===== src/rtl/fairy_mem_access_pkg.sv =====
// Shared definitions for the fairy memory-access stage: load/store opcodes,
// data-bus size encodings, FSM states and the memory-op decoder.
package fairy_mem_access_pkg;

    localparam logic [5:0] OP_LB  = 6'h20;
    localparam logic [5:0] OP_LH  = 6'h21;
    localparam logic [5:0] OP_LW  = 6'h23;
    localparam logic [5:0] OP_LBU = 6'h24;
    localparam logic [5:0] OP_LHU = 6'h25;
    localparam logic [5:0] OP_SB  = 6'h28;
    localparam logic [5:0] OP_SH  = 6'h29;
    localparam logic [5:0] OP_SW  = 6'h2b;

    typedef enum logic [1:0] {
        SIZE_BYTE = 2'd0,
        SIZE_HALF = 2'd1,
        SIZE_WORD = 2'd2
    } dsize_e;

    typedef enum logic [1:0] {
        ST_IDLE,
        ST_REQ,
        ST_WAIT,
        ST_DRAIN
    } state_e;

    typedef struct packed {
        logic   is_mem;
        logic   is_store;
        logic   sign_ext;
        dsize_e size;
    } mem_op_t;

    // Anything outside the eight load/store opcodes is a pass-through instruction.
    function automatic mem_op_t decode_mem_op(input logic [5:0] opcode);
        mem_op_t op;
        op.is_mem   = 1'b1;
        op.is_store = 1'b0;
        op.sign_ext = 1'b0;
        op.size     = SIZE_WORD;
        case (opcode)
            OP_LB:  begin op.sign_ext = 1'b1; op.size = SIZE_BYTE; end
            OP_LBU: op.size = SIZE_BYTE;
            OP_LH:  begin op.sign_ext = 1'b1; op.size = SIZE_HALF; end
            OP_LHU: op.size = SIZE_HALF;
            OP_LW:  op.size = SIZE_WORD;
            OP_SB:  begin op.is_store = 1'b1; op.size = SIZE_BYTE; end
            OP_SH:  begin op.is_store = 1'b1; op.size = SIZE_HALF; end
            OP_SW:  op.is_store = 1'b1;
            default: op.is_mem = 1'b0;
        endcase
        return op;
    endfunction

endpackage


===== src/rtl/fairy_mem_access_if.sv =====
// Data-SRAM request/response bus between the memory-access stage (master)
// and the SRAM controller (slave).
interface fairy_mem_access_if #(
    parameter int ADDR_W = 32,
    parameter int DATA_W = 32
);
    logic              dreq;
    logic              dwr;
    logic [1:0]        dsize;
    logic [ADDR_W-1:0] daddr;
    logic [3:0]        dwstrb;
    logic [DATA_W-1:0] dwdata;
    logic              daddr_ok;
    logic              ddata_ok;
    logic [DATA_W-1:0] drdata;

    modport master (
        output dreq, dwr, dsize, daddr, dwstrb, dwdata,
        input  daddr_ok, ddata_ok, drdata
    );

    modport slave (
        input  dreq, dwr, dsize, daddr, dwstrb, dwdata,
        output daddr_ok, ddata_ok, drdata
    );
endinterface


===== src/rtl/fairy_mem_access_load_align.sv =====
// Picks the addressed byte/half out of a read word and sign- or zero-extends
// it to 32 bits; words pass through untouched.
module fairy_mem_access_load_align
    import fairy_mem_access_pkg::*;
(
    input  logic [31:0] drdata,
    input  logic [1:0]  addr,
    input  dsize_e      size,
    input  logic        sign_ext,
    output logic [31:0] result
);

    logic [7:0]  byte_lane;
    logic [15:0] half_lane;

    always_comb begin
        byte_lane = drdata[{addr, 3'b000} +: 8];
        half_lane = addr[1] ? drdata[31:16] : drdata[15:0];
        case (size)
            SIZE_BYTE: result = {{24{sign_ext & byte_lane[7]}}, byte_lane};
            SIZE_HALF: result = {{16{sign_ext & half_lane[15]}}, half_lane};
            default:   result = drdata;
        endcase
    end

endmodule


===== src/rtl/fairy_mem_access.sv =====
// Memory-access stage of the fairy MIPS pipeline: issues one data-bus
// transaction per load/store, formats stores, aligns loads, retires to write-back.
module fairy_mem_access
    import fairy_mem_access_pkg::*;
#(
    parameter int ADDR_W = 32,
    parameter int DATA_W = 32
) (
    input  logic        clk,
    input  logic        reset,
    input  logic        flush,
    input  logic        in_valid,
    output logic        in_ready,
    input  logic [31:0] in_inst,
    input  logic [31:0] in_addr,
    input  logic [31:0] in_wdata,
    input  logic [4:0]  in_reg_waddr,
    input  logic        in_reg_we,
    input  logic        in_fault,
    fairy_mem_access_if.master dbus,
    output logic        out_valid,
    output logic [31:0] out_data,
    output logic [4:0]  out_reg_waddr,
    output logic        out_reg_we
);

    state_e            state;
    mem_op_t           dec;
    logic [3:0]        store_strb;
    logic [DATA_W-1:0] store_data;
    logic [31:0]       load_data;
    logic              resp_done;

    logic       lat_is_store;
    logic       lat_sign;
    dsize_e     lat_size;
    logic [1:0] lat_addr;
    logic [4:0] lat_waddr;
    logic       lat_we;

    logic unused_inst_bits;
    assign unused_inst_bits = ^in_inst[25:0];

    assign dec      = decode_mem_op(in_inst[31:26]);
    assign in_ready = (state == ST_IDLE);

    // A response counts in REQ only alongside the address handshake, since
    // nothing else can be outstanding.
    assign resp_done = dbus.ddata_ok &&
                       ((state == ST_WAIT) || ((state == ST_REQ) && dbus.daddr_ok));

    always_comb begin
        store_strb = 4'b0000;
        store_data = '0;
        if (dec.is_store) begin
            case (dec.size)
                SIZE_BYTE: begin
                    store_strb = 4'b0001 << in_addr[1:0];
                    store_data = {4{in_wdata[7:0]}};
                end
                SIZE_HALF: begin
                    store_strb = in_addr[1] ? 4'b1100 : 4'b0011;
                    store_data = {2{in_wdata[15:0]}};
                end
                default: begin
                    store_strb = 4'b1111;
                    store_data = in_wdata;
                end
            endcase
        end
    end

    fairy_mem_access_load_align u_load_align (
        .drdata   (dbus.drdata),
        .addr     (lat_addr),
        .size     (lat_size),
        .sign_ext (lat_sign),
        .result   (load_data)
    );

    always_ff @(posedge clk) begin
        if (reset) begin
            state         <= ST_IDLE;
            dbus.dreq     <= 1'b0;
            dbus.dwr      <= 1'b0;
            dbus.dsize    <= 2'd0;
            dbus.daddr    <= '0;
            dbus.dwstrb   <= 4'b0000;
            dbus.dwdata   <= '0;
            out_valid     <= 1'b0;
            out_data      <= 32'd0;
            out_reg_waddr <= 5'd0;
            out_reg_we    <= 1'b0;
            lat_is_store  <= 1'b0;
            lat_sign      <= 1'b0;
            lat_size      <= SIZE_BYTE;
            lat_addr      <= 2'd0;
            lat_waddr     <= 5'd0;
            lat_we        <= 1'b0;
        end else begin
            out_valid <= 1'b0;

            if (resp_done && !flush) begin
                out_valid     <= 1'b1;
                out_reg_waddr <= lat_waddr;
                out_reg_we    <= lat_we & ~lat_is_store;
                if (!lat_is_store) begin
                    out_data <= load_data;
                end
            end

            unique case (state)
                ST_IDLE: begin
                    if (in_valid && !flush) begin
                        if (dec.is_mem && !in_fault) begin
                            lat_is_store <= dec.is_store;
                            lat_sign     <= dec.sign_ext;
                            lat_size     <= dec.size;
                            lat_addr     <= in_addr[1:0];
                            lat_waddr    <= in_reg_waddr;
                            lat_we       <= in_reg_we;
                            dbus.dreq    <= 1'b1;
                            dbus.dwr     <= dec.is_store;
                            dbus.dsize   <= dec.size;
                            dbus.daddr   <= in_addr[ADDR_W-1:0];
                            dbus.dwstrb  <= store_strb;
                            dbus.dwdata  <= store_data;
                            state        <= ST_REQ;
                        end else begin
                            out_valid     <= 1'b1;
                            out_data      <= in_addr;
                            out_reg_waddr <= in_reg_waddr;
                            out_reg_we    <= in_reg_we & ~in_fault;
                        end
                    end
                end
                ST_REQ: begin
                    if (dbus.daddr_ok) begin
                        dbus.dreq <= 1'b0;
                        if (dbus.ddata_ok) begin
                            state <= ST_IDLE;
                        end else if (flush) begin
                            state <= ST_DRAIN;
                        end else begin
                            state <= ST_WAIT;
                        end
                    end else if (flush) begin
                        dbus.dreq <= 1'b0;
                        state     <= ST_IDLE;
                    end
                end
                ST_WAIT: begin
                    if (dbus.ddata_ok) begin
                        state <= ST_IDLE;
                    end else if (flush) begin
                        state <= ST_DRAIN;
                    end
                end
                ST_DRAIN: begin
                    if (dbus.ddata_ok) begin
                        state <= ST_IDLE;
                    end
                end
            endcase
        end
    end

endmodule


===== src/flat_wrapper.sv =====
// flat-port wrapper written by rule: the top's interface ports become plain ports
module fairy_mem_access_flat import fairy_mem_access_pkg::*;
#(
    parameter int ADDR_W = 32,
    parameter int DATA_W = 32
)
  (clk, reset, flush, in_valid, in_ready, in_inst, in_addr, in_wdata, in_reg_waddr, in_reg_we, in_fault, out_valid, out_data, out_reg_waddr, out_reg_we, dbus_dreq, dbus_dwr, dbus_dsize, dbus_daddr, dbus_dwstrb, dbus_dwdata, dbus_daddr_ok, dbus_ddata_ok, dbus_drdata);
  fairy_mem_access_if #(.ADDR_W(ADDR_W), .DATA_W(DATA_W)) dbus_i ();
  input  logic clk;
  input  logic reset;
  input  logic flush;
  input  logic in_valid;
  output logic in_ready;
  input  logic [31:0] in_inst;
  input  logic [31:0] in_addr;
  input  logic [31:0] in_wdata;
  input  logic [4:0] in_reg_waddr;
  input  logic in_reg_we;
  input  logic in_fault;
  output logic out_valid;
  output logic [31:0] out_data;
  output logic [4:0] out_reg_waddr;
  output logic out_reg_we;
  output wire logic [$bits(dbus_i.dreq)-1:0] dbus_dreq;
  output wire logic [$bits(dbus_i.dwr)-1:0] dbus_dwr;
  output wire logic [$bits(dbus_i.dsize)-1:0] dbus_dsize;
  output wire logic [$bits(dbus_i.daddr)-1:0] dbus_daddr;
  output wire logic [$bits(dbus_i.dwstrb)-1:0] dbus_dwstrb;
  output wire logic [$bits(dbus_i.dwdata)-1:0] dbus_dwdata;
  input wire logic [$bits(dbus_i.daddr_ok)-1:0] dbus_daddr_ok;
  input wire logic [$bits(dbus_i.ddata_ok)-1:0] dbus_ddata_ok;
  input wire logic [$bits(dbus_i.drdata)-1:0] dbus_drdata;
  assign dbus_dreq = dbus_i.dreq;
  assign dbus_dwr = dbus_i.dwr;
  assign dbus_dsize = dbus_i.dsize;
  assign dbus_daddr = dbus_i.daddr;
  assign dbus_dwstrb = dbus_i.dwstrb;
  assign dbus_dwdata = dbus_i.dwdata;
  assign dbus_i.daddr_ok = dbus_daddr_ok;
  assign dbus_i.ddata_ok = dbus_ddata_ok;
  assign dbus_i.drdata = dbus_drdata;
  fairy_mem_access #(.ADDR_W(ADDR_W), .DATA_W(DATA_W)) u_core (.clk(clk), .reset(reset), .flush(flush), .in_valid(in_valid), .in_ready(in_ready), .in_inst(in_inst), .in_addr(in_addr), .in_wdata(in_wdata), .in_reg_waddr(in_reg_waddr), .in_reg_we(in_reg_we), .in_fault(in_fault), .dbus(dbus_i), .out_valid(out_valid), .out_data(out_data), .out_reg_waddr(out_reg_waddr), .out_reg_we(out_reg_we));
endmodule

===== config.mk =====
export PLATFORM = sky130hd
export DESIGN_NAME = fairy_mem_access_flat
export DESIGN_NICKNAME = d
export VERILOG_FILES = /design/src/rtl/fairy_mem_access_pkg.sv /design/src/rtl/fairy_mem_access_if.sv /design/src/rtl/fairy_mem_access_load_align.sv /design/src/rtl/fairy_mem_access.sv /design/src/flat_wrapper.sv
export SDC_FILE = /design/constraint.sdc
export NUM_CORES = 1
export LEC_CHECK = 0
export ABC_AREA = 1
export CORE_MARGIN = 1.5
export CORE_UTILIZATION = 43
export CTS_CLUSTER_SIZE = 20
export DETAILED_ROUTE_END_ITERATION = 6
export PLACE_DENSITY = 0.81
export SYNTH_ARGS = -nofsm -noshare
export SYNTH_HDL_FRONTEND = slang
export SYNTH_SLANG_ARGS = --single-unit

===== constraint.sdc =====
create_clock -name clk -period 1.8 [get_ports clk]
set_input_delay 0.54 -clock clk [delete_from_list [all_inputs] [get_ports clk]]
set_output_delay 0.54 -clock clk [all_outputs]
set_load 0.005 [all_outputs]

zoom.png
Region (10, 71) to (50, 111) um. Cells in gray, sequential cells in the stronger gray; small squares are vias.
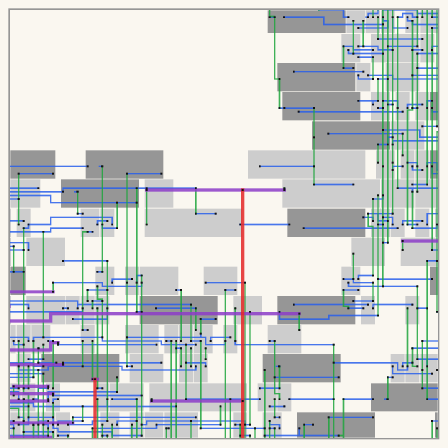
Key: met1 = blue; met3 = purple; met4 = red; met2 = green
Most frequent: nand2_1 (21), nor2_1 (18), dfxtp_1 (14). 92 logic cells have their middle in the window. Netlist names of flops here include `u_core.dbus.daddr` (7), `u_core.dbus.dwdata` (5), `u_core.dbus.dwstrb` (2). Sequential cells in the window: 14.

registers.png
Scale bar: 20 um.
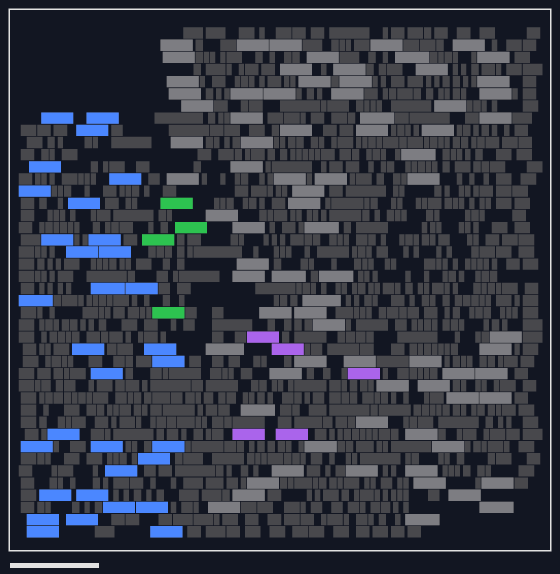
Key: `u_core.dbus.dwdata` = blue [flops 32, where a column on the left]; `u_core.dbus.dwstrb` = green [flops 4]; `u_core.lat_waddr` = purple [flops 5]
fin util: 0.708
flop share of the area: 0.256
Flop area: 0.00242 mm^2

final_clocks.png
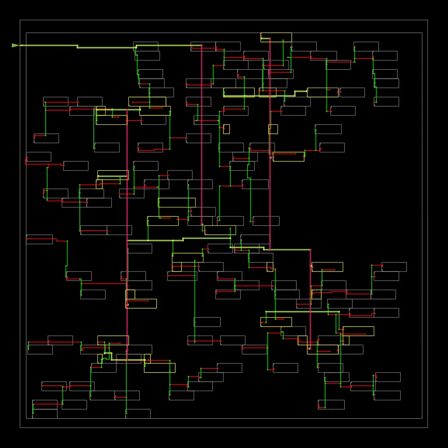
Num CTS Buffers: 17
number of sequential cells: 120

==> impl_metrics.tcl <==
# implementation run metrics
set metrics [dict create \
    routed.top_layer "met4" \
    h-tree-depth 4 \
    async_flop_share 0 \
    ys_sh_mux 0 \
    path_max_fanout 1 \
    comb-power_mw 1.94 \
    vias_per_cell 5.16 \
    synth_flops 120 \
    cap_violations 0 \
    stdcell_count 1363 \
    clock_sinks 120 \
    max_slew_margin 0.800 \
    synth_chip_area_mm2 0.00596 \
    fp.coreArea_mm2 0.0134 \
    syn_area_per_cell_um2 6.53 \
    reg_top3 "u_core.dbus.daddr: 32 flops, u_core.dbus.dwdata: 32 flops, u_core.out_data: 32 flops" \
    p_total_mw 8.19 \
    grt_antenna_before_repair 0 \
    path_class "reg -> out" \
    use_met1 0.329 \
    tool_warnings 52 \
    enable_flop_cells 0 \
    top_cells_by_area "dfxtp_1 40%, nand2_1 17%, o21ai_0 8.5%, nor2_1 8.0%, a21oi_1 6.3%" \
    drt_iter0_markers 505 \
    fa_ha_area_frac 0 \
    placed_cells 1322 \
    setup_tns_ns 0 \
    buffers 296 \
    post-dp-hpwl_mm 14.8 \
    cts_post_setup_buffers_inserted 0 \
    path_buffers 1 \
    place_congestion 0.900 \
    power_leader "the clock network" \
    die_y_um 121 \
    p_seq_mw 2.96 \
    antenna_left 0 \
    clk_share 0.0604 \
    placed_area_mm2 0.00879 \
    cts-root-buf "clkbuf_16" \
    worst_setup_hold_path_clk_slew_ns 0.05 \
    met1Wirelength_mm 8.28 \
    yosysSeqAreaShare 0.403 \
    synth.most_common_cell "nand2_1" \
    period_minus_slack_ns 1.76 \
    crit_required_ns 1.26 \
    met2_length_mm 9.90 \
    drc 0 \
    swShare 0.285 \
    syn2layout_area_growth_pct 59.1 \
    max_stage_delay_ns 0.49 \
    whs_endpoint "u_core.lat_waddr[2]$_SDFFE_PP0P_" \
    p_leak_nw 4.83 \
    crit_family "buffers and inverters" \
    syn_area_mm2 0.00596 \
    comb_share 0.328 \
    dieArea_mm2 0.0146 \
    crit_arrival_ns 1.22 \
    overflow 0 \
    finalClockPeriodUsage 0.976 \
    vdd_drop_max_uv 551 \
    cp-endpoint "out_valid" \
    p_int_mw 5.86 \
    reg2reg_depth 10 \
    cts_hold_buf 0 \
    grt_max_degree 71 \
    seq_power_share 0.361 \
    synthCells 913 \
    top_cells_by_count "277 x nand2_1, 127 x nor2_1, 120 x dfxtp_1" \
    nFillCells 1155 \
    pg_clk_mw 3.29 \
    ys_sh_xor 0 \
    worstHoldPathCells 2 \
    timing.rr.end "u_core.out_data[31]$_SDFF_PP0_" \
    clock_latency_ns 0.42 \
    hold_viol 0 \
    status "finished, final reports clean" \
    pwr-share-comb 0.237 \
    routedWlPerCell_um 15.3 \
    pwr-share-clk 0.402 \
    timing.hold.ws_ns 0.447 \
    num_rows 42 \
    synth_cell_types 32 \
    crit_slowest_cell "clkdlybuf4s50_1" \
    inverters 56 \
    grtUsageTotal 0.280 \
    use_met2 0.467 \
    cts_tree "done" \
]
Power is estimated from default activity; no workload was simulated.
